`src/rtl/rx_phy_pkg.sv`:
```
// Shared definitions for the lane receive path: COM symbol, receiver states, defaults.
package rx_phy_pkg;
  localparam logic [7:0]  COM_SYM          = 8'hBC;
  localparam int unsigned BC_COUNT_DEF     = 4;
  localparam int unsigned MAX_DATA_RUN_DEF = 16;

  typedef enum logic [1:0] {
    UNLOCKED = 2'd0,
    ALIGNED  = 2'd1,
    ACTIVE   = 2'd2
  } rx_state_t;
endpackage

```
`src/rtl/com_detector.sv`:
```
// Serial shift register, sliding COM compare and the byte-boundary bit counter.
module com_detector
  import rx_phy_pkg::*;
(
  input  logic       clk_32f,
  input  logic       reset_L,
  input  logic       data_in,
  input  logic       align,
  output logic [7:0] sr,
  output logic       com_hit,
  output logic       boundary
);
  logic [2:0] bit_cnt;

  // align restarts the byte phase so the next full byte lands 8 edges later
  always_ff @(posedge clk_32f) begin
    if (!reset_L) begin
      sr      <= '0;
      bit_cnt <= '0;
    end else begin
      sr      <= {sr[6:0], data_in};
      bit_cnt <= align ? 3'd0 : bit_cnt + 3'd1;
    end
  end

  assign com_hit  = (sr == COM_SYM);
  assign boundary = (bit_cnt == 3'd7);
endmodule

```
`src/rtl/serial_paralelo_rx.sv`:
```
// Lane deserializer with COM alignment and link-up detection.
// Optional LOSS_OF_LOCK_EN drops the link after MAX_DATA_RUN back-to-back data bytes.
module serial_paralelo_rx
  import rx_phy_pkg::*;
#(
  parameter int unsigned BC_COUNT     = BC_COUNT_DEF,
  parameter int unsigned MAX_DATA_RUN = MAX_DATA_RUN_DEF
) (
  input  logic       clk_32f,
  input  logic       reset_L,
  input  logic       data_in,
  output logic [7:0] data_out,
  output logic       valid_out,
  output logic       byte_strobe,
  output logic       active
);
  localparam int unsigned CW = $clog2(BC_COUNT + 1);

  rx_state_t     state, state_d;
  logic [CW-1:0] com_cnt, com_cnt_d;
  logic [7:0]    sr, data_d;
  logic          com_hit, boundary, align, lock_bnd;
  logic          valid_d, strobe_d, run_max;

  com_detector u_det (
    .clk_32f  (clk_32f),
    .reset_L  (reset_L),
    .data_in  (data_in),
    .align    (align),
    .sr       (sr),
    .com_hit  (com_hit),
    .boundary (boundary)
  );

  // the bit counter free-runs while unlocked; only locked boundaries count
  assign lock_bnd = boundary && (state != UNLOCKED);

`ifdef LOSS_OF_LOCK_EN
  localparam int unsigned RW = $clog2(MAX_DATA_RUN + 1);
  logic [RW-1:0] run_cnt, run_cnt_d;

  assign run_max = (run_cnt == RW'(MAX_DATA_RUN));

  always_comb begin
    run_cnt_d = run_cnt;
    if (state != ACTIVE || run_max) run_cnt_d = '0;
    else if (lock_bnd)              run_cnt_d = com_hit ? '0 : run_cnt + RW'(1);
  end

  always_ff @(posedge clk_32f) begin
    if (!reset_L) run_cnt <= '0;
    else          run_cnt <= run_cnt_d;
  end
`else
  assign run_max = 1'b0;
`endif

  always_ff @(posedge clk_32f) begin
    if (!reset_L) begin
      state   <= UNLOCKED;
      com_cnt <= '0;
    end else begin
      state   <= state_d;
      com_cnt <= com_cnt_d;
    end
  end

  always_comb begin
    state_d   = state;
    com_cnt_d = com_cnt;
    align     = 1'b0;
    case (state)
      UNLOCKED: if (com_hit) begin
        align     = 1'b1;
        com_cnt_d = CW'(1);
        state_d   = (BC_COUNT == 1) ? ACTIVE : ALIGNED;
      end
      ALIGNED: if (boundary) begin
        if (com_hit) begin
          com_cnt_d = com_cnt + CW'(1);
          if (com_cnt == CW'(BC_COUNT - 1)) state_d = ACTIVE;
        end else begin
          state_d   = UNLOCKED;
          com_cnt_d = '0;
        end
      end
      ACTIVE: if (run_max) begin
        state_d   = UNLOCKED;
        com_cnt_d = '0;
      end
      default: begin
        state_d   = UNLOCKED;
        com_cnt_d = '0;
      end
    endcase
  end

  always_comb begin
    data_d   = data_out;
    valid_d  = valid_out;
    strobe_d = 1'b0;
    if (lock_bnd) begin
      strobe_d = 1'b1;
      if (state == ACTIVE) begin
        if (com_hit) valid_d = 1'b0;
        else begin
          data_d  = sr;
          valid_d = 1'b1;
        end
      end
    end
    if (state_d != ACTIVE) valid_d = 1'b0;
  end

  always_ff @(posedge clk_32f) begin
    if (!reset_L) begin
      data_out    <= '0;
      valid_out   <= 1'b0;
      byte_strobe <= 1'b0;
      active      <= 1'b0;
    end else begin
      data_out    <= data_d;
      valid_out   <= valid_d;
      byte_strobe <= strobe_d;
      active      <= (state_d == ACTIVE);
    end
  end
endmodule

```
`config.mk`:
```
export PLATFORM = sky130hd
export DESIGN_NAME = serial_paralelo_rx
export DESIGN_NICKNAME = d
export VERILOG_FILES = /design/src/rtl/rx_phy_pkg.sv /design/src/rtl/com_detector.sv /design/src/rtl/serial_paralelo_rx.sv
export SDC_FILE = /design/constraint.sdc
export NUM_CORES = 1
export LEC_CHECK = 0
export CELL_PAD_IN_SITES_DETAIL_PLACEMENT = 0
export CELL_PAD_IN_SITES_GLOBAL_PLACEMENT = 1
export CORE_MARGIN = 5
export CORE_UTILIZATION = 40
export CTS_CLUSTER_SIZE = 12
export DETAILED_ROUTE_END_ITERATION = 10
export GPL_TIMING_DRIVEN = 0
export PLACE_DENSITY_LB_ADDON = 0.1
export SYNTH_ARGS = -nofsm -noshare
export SYNTH_HDL_FRONTEND = slang
export SYNTH_SLANG_ARGS = --single-unit
```
`constraint.sdc`:
```
create_clock -name clk_32f -period 2.5 [get_ports clk_32f]
set_input_delay 0.375 -clock clk_32f [delete_from_list [all_inputs] [get_ports clk_32f]]
set_output_delay 0.375 -clock clk_32f [all_outputs]
set_load 0.005 [all_outputs]
```
==> images/io_placement.png <==
(8 px per um) Pins as bars across the die edge, other pins in grey.
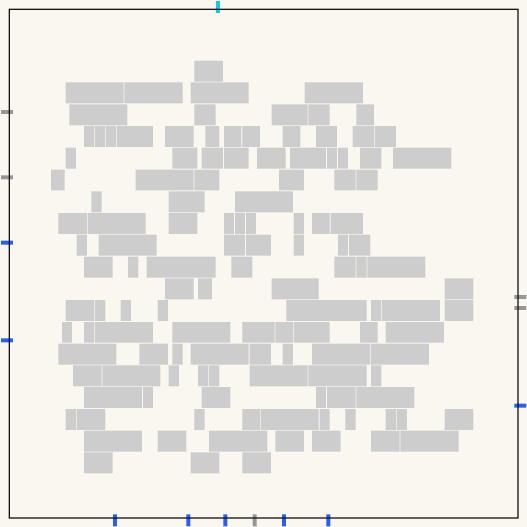
colour	port	pins	direction	edge
blue	`data_out`	8	output	5 bottom, 2 left, 1 right
cyan	`byte_strobe`	1	output	top
all pins by edge	6 bottom, 4 left, 3 right, 1 top
die x size: 63.4 um
Port Buffers: 12
Die Ht: 63.4 um

==> images/placement.png <==
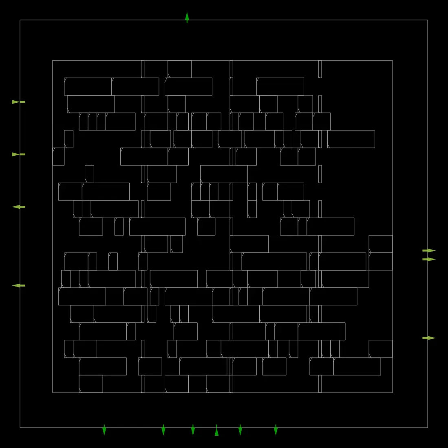
FILL cells: 255
flip-flops: 27
sequential share of cell area: 40.6%
Cell Count, Final, Fillers Out: 158

==> deck_impl_summary.md <==
Physical Implementation Snapshot

Status
  • Outcome: finished, final reports clean

Final timing
  • Final Setup Violations: 0
  • Final Hold Vio Count: 0
  • RSZ-0062 raised after global routing: false
  • Skew final: 0.0118 ns
  • Worst hold slack: approximately 0.36 ns
  • Max Freq: approximately 580 MHz

Synthesis
  • YS chip area: between 1000 and 1500 um2
  • Ys cells: roughly 110
  • Fraction of registers with async set or reset after synthesis: 0%
  • Mux frac, synth: 6.14%
  • Synth flops: 27
  • Most common reg cell: dfxtp_1

CTS
  • CTS tree: yes
  • CTS clk-pin slew, worst paths: roughly 0.16 ns
  • Resized Gates After CTS: 0
  • Cts bufs inserted: 3

Final layout
  • Layout cell share with drive strength beyond 1: between 10% and 20%
  • Most frequent cells in the layout: dfxtp_1 (27), nand2_1 (18), clkdlybuf4s50_1 (12)
  • Nets@finish: roughly 140

GRT
  • Gr ovfl total: 0

Power and ir drop
  • Leak: approximately 0.57 nW
  • Switching power of the nets: approximately 150 uW
  • Sequential power share: 66.3%
  • Internal: between 500 and 600 uW

Place
  • DP HPWL: 1.55 mm
  • Placer Congestion: roughly 0.74
  • Placed instance count: approximately 150

Routing
  • # DRC: 0
  • Avg WL per Cell: around 14 um

Setup path
  • Max Fanout on Critical Path: 8

Run
  • Number of warnings in the stage logs: 26
==> images/logic_types.png <==
(8 px per um)
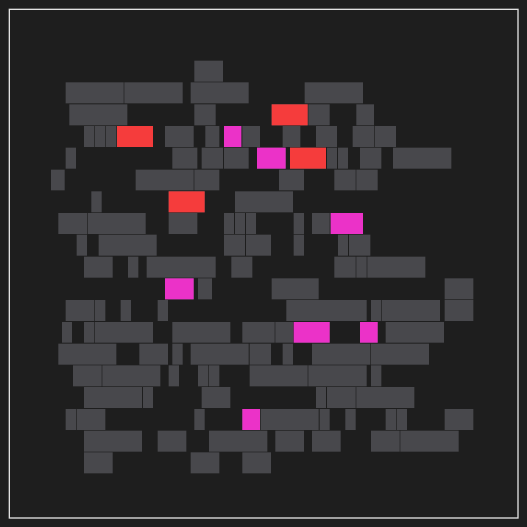
colour	family	cells
red	fa/ha/maj cells	4
magenta	and/or cells	7
Commonest Layout Cell: dfxtp_1
logic share of the area: 40.4%

==> images/sizes.png <==
(8 px per um)
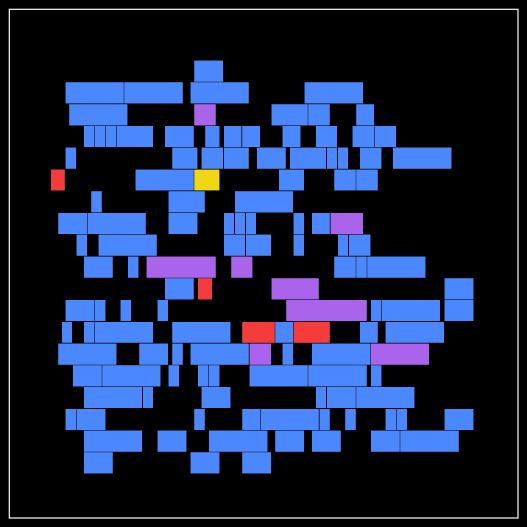
colour	size	cells	share	most used
blue	_0 and _1 cells	114	90%	dfxtp_1
yellow	_6 and larger	1	0.79%	inv_6
red	_2 cells	4	3.1%	buf_2
purple	_3 and _4 cells	8	6.3%	clkbuf_4
bufs w/o clock: 18
synthesis-to-layout area growth: 16.7%
fin area: 1330 um2
setup ws final: 0.765 ns

## synthesized netlist by cell type (2+ instances only)
| master | number | area share (%) |
|---|---|---|
| nand3b_1 | 4 | 2.6 |
| ha_1 | 4 | 4.4 |
| nand2_1 | 18 | 5.9 |
| inv_1 | 10 | 3.3 |
| o211ai_1 | 4 | 2.6 |
| mux2i_1 | 7 | 6.1 |
| dfxtp_1 | 27 | 47 |
| buf_2 | 2 | 0.88 |
| and4b_1 | 2 | 1.8 |
| buf_1 | 2 | 0.66 |
| and2_1 | 3 | 1.6 |
| nor2_1 | 4 | 1.3 |
| clkbuf_1 | 2 | 0.66 |
| nand4_1 | 2 | 1.1 |
| nor3b_1 | 2 | 1.3 |
## final timing paths
path                         start          endpoint  slack (ns)  depth (start not counted)
hold / removal             reset_L       u_det.sr[4]        0.36                          3
hold reg to reg   u_det.bit_cnt[0]  u_det.bit_cnt[0]        0.43                          1
setup / recovery  u_det.bit_cnt[0]       data_out[6]        0.77                          5
setup reg to reg  u_det.bit_cnt[0]       data_out[6]        0.77                          5
## metal layers
layer | GRT usage [%] | share of wire (%) | up-vias
met4 | 6.23 | 1.6 | 0
met5 | 0 | 0 | -
li1 | - | - | 424
met1 | 13.8 | 49 | 393
met3 | 2.84 | 3.4 | 4
met2 | 18.8 | 46 | 14
## metrics by stage
| step | power [mW] | instance area [um2] |
|---|---|---|
| floorplan | 0.466 | 1140 |
| global placement | 0.473 | 1300 |
| detailed placement | 0.473 | 1300 |
| CTS | 0.675 | 1330 |
| finish | 0.665 | 1330 |
| global route | 0.693 | 1330 |
## sequential cells by signal, summed over array words and instances (netlist names)
| register | flops |
|---|---|
| u_det.bit_cnt | 3 |
| byte_strobe | 1 |
| data_out | 8 |
| valid_out | 1 |
| active | 1 |
| u_det.sr | 8 |
| state | 2 |
| com_cnt | 3 |
## area by class of cell
| type | count | area share (%) |
|---|---|---|
| timing repair buffer | 12 | 9.02 |
| clock buffer | 3 | 1.69 |
| buffer | 6 | 1.88 |
| multi-input combinational | 68 | 40.4 |
| tap | 31 | 2.91 |
| clock inverter | 1 | 0.658 |
| sequential | 27 | 40.6 |
| inverter | 10 | 2.82 |
## cells by family (layout without fill, tap and decap cells)
family / count (synthesis) / in the layout
AND-OR/OR-AND: 15 / 15
buffers and inverters: 16 / 32
flip-flops: 27 / 27
AND/OR/NAND/NOR: 42 / 42
multiplexers: 7 / 7
adder cells (fa/ha/maj): 4 / 4
## worst max-delay path: stages (launching register included)
cell	delay, ns
dfxtp_1	0.36
ha_1	0.15
ha_1	0.31
nand3b_1	0.24
a21oi_4	0.39
mux2i_1	0.23
## power groups by stage
stage	combinational, mW	sequential (mW)	clock (mW)
after floorplan	0.0162	0.450	0
after global placement	0.0222	0.450	0
after detailed placement	0.0225	0.451	0
after CTS	0.0226	0.441	0.211
after global routing	0.0257	0.443	0.225
final	0.0219	0.441	0.202
Power is estimated from default activity; no workload was simulated.
